===== config.mk =====
export PLATFORM = sky130hd
export DESIGN_NAME = half_subtractor
export DESIGN_NICKNAME = d
export VERILOG_FILES = /design/src/rtl/half_subtractor.sv
export SDC_FILE = /design/constraint.sdc
export NUM_CORES = 1
export LEC_CHECK = 0
export CORE_MARGIN = 2
export CORE_UTILIZATION = 30
export DETAILED_ROUTE_END_ITERATION = 10
export SKIP_CTS_REPAIR_TIMING = 1
export SYNTH_ARGS = -nofsm -noshare
export SYNTH_HDL_FRONTEND = slang
export SYNTH_SLANG_ARGS = --single-unit
export TNS_END_PERCENT = 100

===== constraint.sdc =====
create_clock -name clk -period 3.58 [get_ports clk]
set_clock_uncertainty 0.05 [all_clocks]
set_input_delay 1.074 -clock clk [delete_from_list [all_inputs] [get_ports clk]]
set_output_delay 1.074 -clock clk [all_outputs]
set_load 0.005 [all_outputs]

===== src/rtl/half_subtractor.sv =====
// Registered, lane-parallel half subtractor with a valid qualifier,
// OR-reduced borrow flag and a saturating borrow-event counter.
module half_subtractor #(
    parameter int WIDTH = 1,
    parameter int CNT_W = 16
) (
    input  logic             clk,
    input  logic             rst_n,
    input  logic [WIDTH-1:0] a,
    input  logic [WIDTH-1:0] b,
    input  logic             in_valid,
    input  logic             cnt_clr,
    output logic [WIDTH-1:0] y,
    output logic [WIDTH-1:0] borrow,
    output logic             out_valid,
    output logic             any_borrow,
    output logic [CNT_W-1:0] borrow_cnt
);

    logic [WIDTH-1:0] y_next;
    logic [WIDTH-1:0] borrow_next;
    logic             any_next;
    logic             cnt_sat;

    logic [WIDTH-1:0] y_reg;
    logic [WIDTH-1:0] borrow_reg;
    logic             out_valid_reg;
    logic             any_borrow_reg;
    logic [CNT_W-1:0] borrow_cnt_reg;

    // Each lane is an isolated 1-bit half subtractor; nothing ripples across lanes.
    generate
        for (genvar gi = 0; gi < WIDTH; gi++) begin : g_lane
            assign y_next[gi]      = a[gi] ^ b[gi];
            assign borrow_next[gi] = ~a[gi] & b[gi];
        end
    endgenerate

    assign any_next = |borrow_next;
    assign cnt_sat  = &borrow_cnt_reg;

    // Data registers load only on valid input so idle (possibly X) inputs are ignored.
    always_ff @(posedge clk or negedge rst_n) begin
        if (!rst_n) begin
            y_reg          <= '0;
            borrow_reg     <= '0;
            any_borrow_reg <= 1'b0;
            out_valid_reg  <= 1'b0;
        end else begin
            out_valid_reg <= in_valid;
            if (in_valid) begin
                y_reg          <= y_next;
                borrow_reg     <= borrow_next;
                any_borrow_reg <= any_next;
            end
        end
    end

    // Clear wins over a simultaneous borrow event; the count sticks at all-ones.
    always_ff @(posedge clk or negedge rst_n) begin
        if (!rst_n) begin
            borrow_cnt_reg <= '0;
        end else if (cnt_clr) begin
            borrow_cnt_reg <= '0;
        end else if (in_valid && any_next && !cnt_sat) begin
            borrow_cnt_reg <= borrow_cnt_reg + 1'b1;
        end
    end

    assign y          = y_reg;
    assign borrow     = borrow_reg;
    assign out_valid  = out_valid_reg;
    assign any_borrow = any_borrow_reg;
    assign borrow_cnt = borrow_cnt_reg;

endmodule


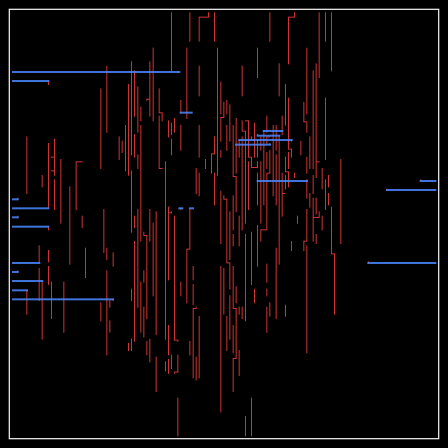
Fig. 1. Metal layers overlaid (run 1).
Two of the layers only.
- red: metal 2 (wire length 1200 um)
- blue: metal 3 (wire length 116 um)

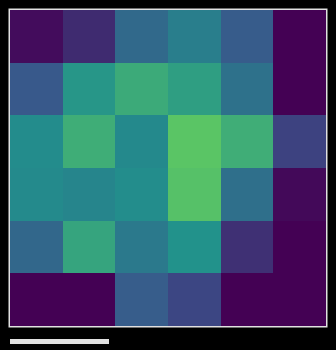
Fig. 2. Cell density map (run 1).
The bar under the picture is 20 um long. The die is cut into 6 by 6 equal tiles; dark purple is low, yellow is high, 0 to 100% covered.
- nearly empty tiles: 19%
- fullest tile: 73%
- emptiest ninth of the die: bottom right
- mean over tiles: 33%
- densest ninth of the die: middle
Core ar.: 3390 sq um
Final Util: 0.409
fp util: 0.319

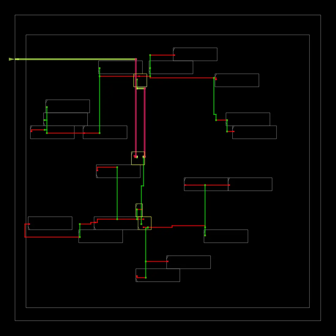
Fig. 3. The clock network (run 1).
Num CTS Buffers: 3
clock buf count: 4
Clock group: 0.000111 W
clk ins delay skew pair: 0.30 ns

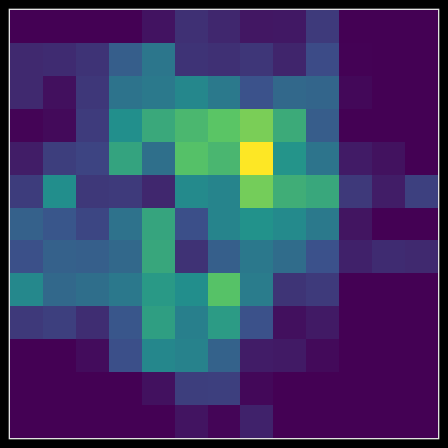
Fig. 4. Wiring heat map (run 1).
The die is cut into 13 by 13 equal tiles; dark purple is low, yellow is high, scaled to the fullest tile. Values are wire area over tile area, all layers added.
- nearly empty tiles: 30%
- tiles over half the peak: 12%
- emptiest ninth of the die: bottom right
- mean over tiles: 0.098
- densest ninth of the die: middle
- fullest tile: 0.47
wire per inst: 14.2 um
Total Routed Length: 2560 um
Tot GR Track Use: 0.132
DR vias: 976

==> impl_metrics.py, run 1 <==
# Generated from Yosys and OpenROAD reports
metrics = {
    "synthesis": {
        "ys.flops": 19,
        "netlist.area_leader.share": 0.440,
        "synthTopCellsByCount": "19 x dfrtp_1, 12 x nor3_1, 9 x a21oi_1",
        "floorplan.nets": 118,
        "async_flop_share": 1.00,
        "ys_chip_area_sq_um": 1080,
        "ys_sh_aoi": 0.146,
        "synth-simple-area-share": 0.343,
        "ys_cells": 110,
        "mux_share": 0.00927,
        "synth.distinct_cells": 39,
        "ys.flop_type": "dfrtp_1",
        "ys_seq_share": 0.440,
        "syn_inst": 110,
        "top_logic_kind": "simple AND/OR/NAND/NOR gates",
        "top_cell": "dfrtp_1",
        "synthAdderAreaFrac": 0.0232,
        "area_leaders": "dfrtp_1 44%, nor3_1 5.6%, a21oi_1 4.2%, nand4_4 3.9%, nand3_1 2.8%",
        "synth_area_sq_um": 1080,
        "avgSynthCellArea_sq_um": 9.82,
        "edf_count": 0,
        "ys_warn_count": 0,
        "xor_area_frac": 0,
        "top_area_cell": "dfrtp_1",
    },
    "final_timing": {
        "max_freq_ghz": 0.371,
        "worst_hold_slack_ns": 0.483,
        "finalWorstSetupSlack_ns": 0.881,
        "finalHoldViolations": 0,
        "setup_tns_ns": 0,
        "period_used_share": 0.754,
        "period_minus_slack_ns": 2.70,
        "worst_slew_pin_slew_ns": 0.875,
        "rsz0062_at_grt": "false",
        "slew_viol_final": 0,
        "setup_viol_count_final": 0,
        "maxSlewHeadroom": 0.415,
    },
    "job": {
        "maxCapViolations": 0,
        "warnings": 26,
    },
    "placement": {
        "gp_congestion": 0.761,
        "pre_cts_ws_ns": 0.545,
        "io_buffers": 25,
        "post-place-cells": 176,
        "post-dp-hpwl_um": 1860,
        "place_area_sq_um": 1360,
    },
    "critical_path": {
        "critPathMaxStageDelay_ns": 0.50,
        "endpoint_kind": "register",
        "path_max_fanout": 12,
        "crit_buf_inv": 2,
        "critPathLaunch": "a",
        "arrival_ns": 2.80,
        "path_class": "input pin to register",
        "worstPathRequired_ns": 3.69,
        "worst_r2r_startpoint": "borrow_cnt[0]",
        "cp-start-kind": "input pin",
        "crit_chain": "clkdlybuf4s50_1 -> inv_1 -> ha_1 -> nand2_1 -> nor4_2 -> and4_1 -> nor3_1",
        "critPathSlowestCell": "nor4_2",
        "reg2reg_setup_slack_ns": 1.66,
        "endpoint": "borrow_cnt[14]",
        "cp_top_family": "simple AND/OR/NAND/NOR gates",
        "r2r-end": "borrow_cnt[2]",
        "reg2reg_depth": 5,
        "critical_path_depth": 7,
    },
    "layout": {
        "final_layout_top_logic_cell": "clkdlybuf4s50_1",
        "final_cell_area_sq_um": 1390,
        "most-common-layout-cells": "25 x clkdlybuf4s50_1, 19 x dfrtp_1, 12 x nor3_1, 9 x a21oi_1, 8 x nor2_1",
        "area_delta_synth_final_pct": 28.5,
        "layout-drive-gt1-share": 0.0970,
        "layout.cells.non_filler": 180,
        "layout.nets": 143,
        "largest_reg_flops": 16,
        "diodes": 0,
    },
    "floorplanning": {
        "ios": 26,
        "fp.dieArea_sq_um": 4100,
        "die_height_um": 64.0,
        "die_w_um": 64.0,
        "fp-row-count": 21,
    },
    "power_and_ir_drop": {
        "power_leakage_nw": 0.520,
        "switching_share": 0.238,
        "finalPower_w": 0.000364,
        "maxPowerGroup": "sequential cells",
        "p_sw_w": 0.0000867,
        "p_comb_w": 0.0000314,
        "p_seq_w": 0.000222,
        "comb_power_share": 0.086,
        "power_density_nw_per_um2": 262,
        "vdd_drop_max_v": 0.000154,
        "p_seq_frac": 0.608,
        "clockPowerShare": 0.305,
        "internal_power_w": 0.000277,
    },
    "clock_network": {
        "htreeDepth": 1,
        "cts_buffer_depth": 2,
        "cts_root_buf": "clkbuf_4",
        "cts.clk_slew.worst_paths_ns": 0.11,
        "cts_tree": "yes",
        "cts.sinks": 19,
    },
    "min_path": {
        "hold_path_depth": 2,
        "hold_start": "y",
        "hold_end": "y",
        "hold_path_class": "register to register",
    },
    "routing": {
        "vias_per_cell": 5.42,
        "detail_route.first_pass.iterations": 4,
        "final_antenna_net_count": 0,
        "drt_iter0_markers": 23,
        "post-route-drc-count": 0,
    },
    "global_route": {
        "first_global_vias": 941,
        "grt_overflow": 0,
        "grt_max_degree": 20,
        "antenna_found_initial": 0,
        "grt_pass1_wl_um": 4250,
    },
    "run_status": {
        "outcome": "complete, no violations",
    },
}
run 1: metal layers:
metal / track usage / part of all wire / wire length (um)
met4: 0.0761 / 0.013 / 34
met2: 0.201 / 0.47 / 1200
met5: 0 / 0 / 0
met1: 0.174 / 0.47 / 1210
met3: 0.0229 / 0.045 / 115
run 1: layout make-up:
cell class | instances | area (sq um)
clock buffer | 4 | 26.3
fill | 353 | 2000
tap | 46 | 57.6
sequential | 19 | 475
timing repair buffer | 25 | 250
inverter | 4 | 15.0
multi-input combinational | 82 | 563
run 1: tightest hold or removal path, delay by kind of cell, from the launching register on:
kind	cells	cell delay, ns
flip-flops	1	0.40
buffers and inverters	1	0.05
multiplexers	1	0.05
Fig. 5: run 1, cell classes on the final placement
The bar under the picture is 20 um long.
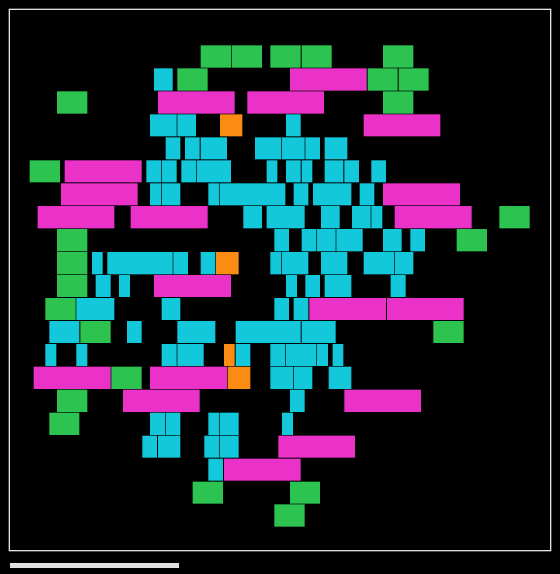

--- run 2 (diff from run 1) ---
- clock period: 3.58 -> 2.8 ns (I/O delays scaled with it)
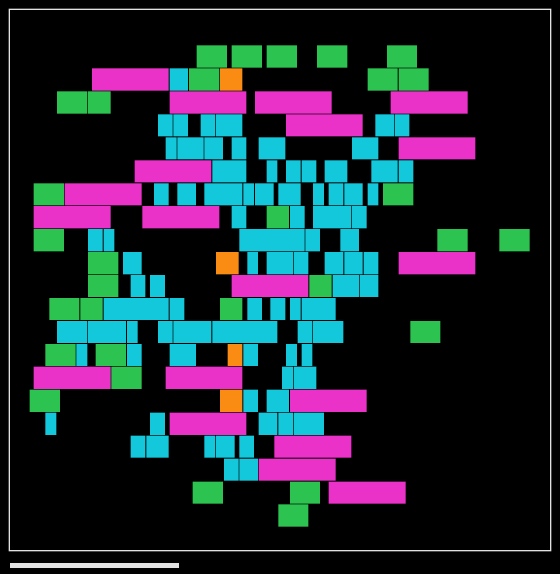
Fig. 6. Cell classes on the final placement (run 2).
The bar under the picture is 20 um long.
- magenta: sequential cells (cells 19; share of their area 35%)
- cyan: combinational and other logic (cells 86; share of their area 42%)
- orange: clock drivers and dummy loads (cells 4; share of their area 2.0%)
- green: remaining buffers and delay cells (cells 30; share of their area 21%)
Seq area share: 0.333
# rows: 21

==> run 2 against run 1 <==
Die size is the same; area after synthesis is the same; critical path depth shrank 1; critical path type unchanged; synthesized cell count is the same; core utilization grew 1.1 points; register-to-register slack lost 0.83 ns; count of clock-buffer cells in the layout shrank 1; wire length shrank 0.82%; via count grew 1.5%; non-clock buffer count grew 5; setup slack lost 0.41 ns.
==> impl_metrics.py, run 2 <==
# Generated from Yosys and OpenROAD reports
metrics = {
    "run_status": {
        "outcome": "complete, no violations",
    },
    "routing": {
        "vias": 991,
        "detail_route.first_pass.iterations": 4,
        "wl_per_cell_um": 13.7,
        "drt_iter0_markers": 18,
        "routed_wl_um": 2540,
    },
    "synthesis": {
        "netlist.area_leader.share": 0.440,
        "xor_area_frac": 0,
        "synth.distinct_cells": 39,
        "synth-simple-area-share": 0.343,
        "ys_cells": 110,
        "top_cell": "dfrtp_1",
        "ys_chip_area_sq_um": 1080,
        "mux_share": 0.00927,
        "ys.flops": 19,
        "ys_seq_share": 0.440,
        "synthAdderAreaFrac": 0.0232,
        "avgSynthCellArea_sq_um": 9.82,
        "top_logic_kind": "simple AND/OR/NAND/NOR gates",
        "synth_area_sq_um": 1080,
        "area_leaders": "dfrtp_1 44%, nor3_1 5.6%, a21oi_1 4.2%, nand4_4 3.9%, nand3_1 2.8%",
        "synthTopCellsByCount": "19 x dfrtp_1, 12 x nor3_1, 9 x a21oi_1",
        "ys_sh_aoi": 0.146,
        "async_flop_share": 1.00,
        "ys.flop_type": "dfrtp_1",
        "edf_count": 0,
        "syn_inst": 110,
    },
    "clock_network": {
        "htreeDepth": 1,
        "cts_tree": "yes",
        "cts_root_buf": "clkbuf_4",
        "cts.clk_slew.worst_paths_ns": 0.12,
        "cts_buffer_depth": 2,
        "worstSkewPairLatency_ns": 0.31,
        "cts.sinks": 19,
    },
    "global_route": {
        "grt_overflow": 0,
        "track_usage": 0.137,
        "first_global_vias": 960,
        "grt_pass1_wl_um": 4370,
        "grt_max_degree": 20,
    },
    "final_timing": {
        "rsz0062_at_grt": "false",
        "slew_viol_final": 0,
        "maxSlewHeadroom": 0.581,
        "max_freq_ghz": 0.429,
        "finalHoldViolations": 0,
        "worst_hold_slack_ns": 0.486,
        "setup_viol_count_final": 0,
        "finalWorstSetupSlack_ns": 0.467,
        "worst_slew_pin_slew_ns": 0.627,
        "setup_tns_ns": 0,
        "period_minus_slack_ns": 2.33,
    },
    "placement": {
        "pre_cts_ws_ns": 0.134,
        "gp_congestion": 0.783,
        "post-dp-hpwl_um": 1880,
        "place_area_sq_um": 1400,
        "post-place-cells": 181,
        "io_buffers": 25,
    },
    "floorplanning": {
        "core_area_sq_um": 3390,
        "taps": 46,
        "ios": 26,
        "die_height_um": 64.0,
    },
    "min_path": {
        "hold_path_class": "register to register",
        "hold_start": "y",
        "hold_end": "y",
    },
    "layout": {
        "most-common-layout-cells": "25 x clkdlybuf4s50_1, 19 x dfrtp_1, 12 x nor3_1, 9 x a21oi_1, 8 x nor2_1",
        "layout-drive-gt1-share": 0.137,
        "diodes": 0,
        "clock_area_frac": 0.0193,
        "comb_area_frac": 0.395,
        "register_area_sq_um": 475,
        "flop-count": 19,
        "largest_cell_class": "multi-input combinational cells",
        "final_core_util": 0.421,
        "layout.nets": 148,
        "logic_area_sq_um": 563,
        "nonClkBufAreaFrac": 0.202,
        "num-multi-input-gates": 82,
        "final_cell_area_sq_um": 1430,
        "fill_cells": 332,
        "signal_buffers": 30,
        "inv_count": 4,
        "n_clock_buffer": 3,
        "largest_reg_flops": 16,
    },
    "power_and_ir_drop": {
        "vdd_drop_max_v": 0.000180,
        "finalPower_w": 0.000470,
        "p_seq_frac": 0.602,
        "power_leakage_nw": 0.548,
        "comb_power_share": 0.091,
        "p_sw_w": 0.000115,
        "power_density_nw_per_um2": 330,
        "p_comb_w": 0.0000429,
        "powerClk_w": 0.000144,
        "maxPowerGroup": "sequential cells",
        "switching_share": 0.245,
        "internal_power_w": 0.000355,
        "p_seq_w": 0.000283,
    },
    "critical_path": {
        "critical_path_depth": 6,
        "r2r-end": "borrow_cnt[1]",
        "path_max_fanout": 9,
        "worst_r2r_startpoint": "borrow_cnt[0]",
        "reg2reg_depth": 5,
        "cp_top_family": "simple AND/OR/NAND/NOR gates",
        "arrival_ns": 2.46,
        "crit_chain": "clkdlybuf4s50_1 -> ha_1 -> nand2_1 -> nor4_2 -> and4_1 -> nor3_1",
        "crit_buf_inv": 1,
        "critPathSlowestCell": "clkdlybuf4s50_1",
        "reg2reg_setup_slack_ns": 0.83,
        "path_class": "input pin to register",
        "critPathMaxStageDelay_ns": 0.46,
        "cp-start-kind": "input pin",
        "worstPathRequired_ns": 2.93,
    },
    "job": {
        "warnings": 26,
        "maxCapViolations": 0,
    },
}
==> run 2: routing by layer <==
metal | track usage | up-vias | routed length, um
met5 | 0 | - | 0
met4 | 0.0978 | 0 | 104
met3 | 0.0246 | 11 | 110
met2 | 0.214 | 28 | 1170
met1 | 0.169 | 471 | 1150
li1 | - | 481 | -
==> run 2: worst register-to-register path, stage by stage (launching register included) <==
cell     delay [ns]
dfrtp_1        0.50
ha_1           0.29
nand4_4        0.21
nor4_4         0.50
or3b_2         0.21
a21oi_1        0.06
==> run 2: cells by family after synthesis <==
family,count (synthesis)
compound gates,25
fa+ha+maj,2
buf+inv,9
flops,19
mux,1
simple gates,54
Fig. 7: run 2, cell density map
The bar under the picture is 20 um long. The die is cut into 6 by 6 equal tiles; dark purple is low, yellow is high, 0 to 100% covered.
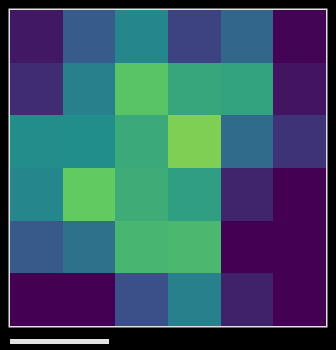

--- run 3 (diff from run 2) ---
- clock period: 2.8 -> 2.1 ns (I/O delays scaled with it)
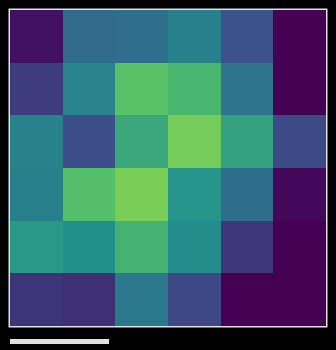
Fig. 8. Cell density map (run 3).
The bar under the picture is 20 um long. The die is cut into 6 by 6 equal tiles; dark purple is low, yellow is high, 0 to 100% covered.
- emptiest ninth of the die: bottom right
- nearly empty tiles: 14%
- tiles over 75% full: 5.6%
- mean over tiles: 36%
- densest ninth of the die: middle
Final Util: 0.446

==> run 3 against run 2 <==
Sequential share of layout area decreased by 1.7 points; critical endpoint is now borrow_cnt[9]; area after synthesis unchanged; count of clock-buffer cells in the layout increased by 1; register-to-register slack got worse by 0.65 ns; via count increased by 3.0%; largest power group unchanged.
==> impl_metrics.py, run 3 <==
# Generated from Yosys and OpenROAD reports
metrics = {
    "run_status": {
        "outcome": "complete, no violations",
    },
    "synthesis": {
        "top_logic_kind": "simple AND/OR/NAND/NOR gates",
        "synth.distinct_cells": 39,
        "edf_count": 0,
        "async_flop_share": 1.00,
        "area_leaders": "dfrtp_1 44%, nor3_1 5.6%, a21oi_1 4.2%, nand4_4 3.9%, nand3_1 2.8%",
        "top_area_cell": "dfrtp_1",
        "synthAdderAreaFrac": 0.0232,
        "floorplan.nets": 118,
        "ys.flops": 19,
        "synth_area_sq_um": 1080,
        "avgSynthCellArea_sq_um": 9.82,
        "xor_area_frac": 0,
        "ys_seq_share": 0.440,
        "top_cell": "dfrtp_1",
        "ys_cells": 110,
        "ys_chip_area_sq_um": 1080,
        "ys_sh_aoi": 0.146,
        "ys_warn_count": 0,
        "mux_share": 0.00927,
        "netlist.area_leader.share": 0.440,
        "synthTopCellsByCount": "19 x dfrtp_1, 12 x nor3_1, 9 x a21oi_1",
        "ys.flop_type": "dfrtp_1",
        "syn_inst": 110,
        "synth-simple-area-share": 0.343,
    },
    "placement": {
        "io_buffers": 25,
        "pre_cts_ws_ns": -0.361,
        "post-dp-hpwl_um": 2030,
        "gp_congestion": 0.740,
        "post-place-cells": 188,
        "place_area_sq_um": 1450,
    },
    "critical_path": {
        "endpoint": "borrow_cnt[9]",
        "cp_top_family": "buffers and inverters",
        "cp-start-kind": "register",
        "worst_r2r_startpoint": "borrow_cnt[1]",
        "worstPathRequired_ns": 1.42,
        "reg2reg_setup_slack_ns": 0.18,
        "arrival_ns": 1.36,
        "critPathMaxStageDelay_ns": 0.55,
        "crit_buf_inv": 1,
        "reg2reg_depth": 6,
        "path_max_fanout": 8,
        "path_class": "register to output pin",
        "critPathLaunch": "borrow_cnt[9]",
        "critPathSlowestCell": "clkdlybuf4s50_1",
        "critical_path_depth": 1,
        "r2r-end": "borrow_cnt[1]",
        "crit_chain": "clkdlybuf4s50_1",
        "endpoint_kind": "output pin",
    },
    "power_and_ir_drop": {
        "switching_share": 0.245,
        "power_density_nw_per_um2": 422,
        "power_leakage_nw": 0.594,
        "maxPowerGroup": "sequential cells",
        "finalPower_w": 0.000639,
        "p_seq_frac": 0.589,
        "comb_power_share": 0.106,
        "clockPowerShare": 0.305,
        "p_sw_w": 0.000157,
        "internal_power_w": 0.000482,
        "powerClk_w": 0.000195,
        "p_seq_w": 0.000376,
        "p_comb_w": 0.0000679,
        "vdd_drop_max_v": 0.000243,
    },
    "routing": {
        "final_antenna_net_count": 0,
        "vias": 1021,
        "wl_per_cell_um": 14.5,
        "routed_wl_um": 2790,
        "drt_iter0_markers": 37,
        "vias_per_cell": 5.29,
        "post-route-drc-count": 0,
        "detail_route.first_pass.iterations": 4,
    },
    "floorplanning": {
        "ios": 26,
        "die_height_um": 64.0,
        "fp.dieArea_sq_um": 4100,
        "initCoreUtil": 0.319,
        "core_area_sq_um": 3390,
        "taps": 46,
        "die_w_um": 64.0,
        "fp-row-count": 21,
    },
    "final_timing": {
        "maxSlewHeadroom": 0.748,
        "finalWorstSetupSlack_ns": 0.0604,
        "finalHoldViolations": 0,
        "period_used_share": 0.971,
        "setup_viol_count_final": 0,
        "worst_hold_slack_ns": 0.494,
        "max_freq_ghz": 0.490,
        "slew_viol_final": 0,
        "worst_slew_pin_slew_ns": 0.369,
        "setup_tns_ns": 0,
        "rsz0062_at_grt": "false",
        "period_minus_slack_ns": 2.04,
    },
    "min_path": {
        "hold_path_class": "register to register",
        "hold_end": "y",
        "hold_path_depth": 2,
        "hold_start": "y",
    },
    "clock_network": {
        "cts.clk_slew.worst_paths_ns": 0.12,
        "cts_buffers": 3,
        "worstSkewPairLatency_ns": 0.30,
        "cts.sinks": 19,
        "cts_tree": "yes",
        "cts_root_buf": "clkbuf_4",
        "cts_buffer_depth": 2,
        "htreeDepth": 1,
    },
    "layout": {
        "num-multi-input-gates": 82,
        "comb_area_frac": 0.388,
        "logic_area_sq_um": 587,
        "inv_count": 4,
        "area_delta_synth_final_pct": 40.1,
        "flop-count": 19,
        "largest_cell_class": "multi-input combinational cells",
        "diodes": 0,
        "layout-drive-gt1-share": 0.218,
        "fill_cells": 343,
        "clock_area_frac": 0.0174,
        "final_cell_area_sq_um": 1510,
        "n_clock_buffer": 4,
        "nonClkBufAreaFrac": 0.230,
        "register_area_sq_um": 479,
        "seq_share": 0.317,
        "layout.nets": 156,
        "most-common-layout-cells": "25 x clkdlybuf4s50_1, 16 x dfrtp_1, 13 x buf_4, 12 x nor3_1, 9 x a21oi_1",
        "signal_buffers": 38,
        "layout.cells.non_filler": 193,
        "final_layout_top_logic_cell": "clkdlybuf4s50_1",
        "largest_reg_flops": 16,
    },
    "global_route": {
        "track_usage": 0.144,
        "antenna_found_initial": 0,
        "grt_overflow": 0,
        "first_global_vias": 1017,
        "grt_max_degree": 20,
        "grt_pass1_wl_um": 4670,
    },
    "job": {
        "warnings": 26,
        "maxCapViolations": 0,
    },
}
[run 3: netlist changes by cell type in the layout (fill, tap and decap cells not counted), sizes merged]
cell    before  now
buf          5   13
clkbuf       3    4
clkinv       1    0
[run 3: metal layers]
layer / wire length [um] / share of wire / track usage
met3: 97 / 0.035 / 0.0229
met1: 1220 / 0.44 / 0.176
met4: 20 / 0.0072 / 0.0543
met5: 0 / 0 / 0
met2: 1460 / 0.52 / 0.253
[run 3: kinds of logic (layout without fill, tap and decap cells)]
| logic type | after synthesis | after routing |
|---|---|---|
| AND-OR/OR-AND | 25 | 25 |
| adder cells (fa/ha/maj) | 2 | 2 |
| buffers and inverters | 9 | 46 |
| flip-flops | 19 | 19 |
| multiplexers | 1 | 1 |
| AND/OR/NAND/NOR | 54 | 54 |
Power is estimated from default activity; no workload was simulated.
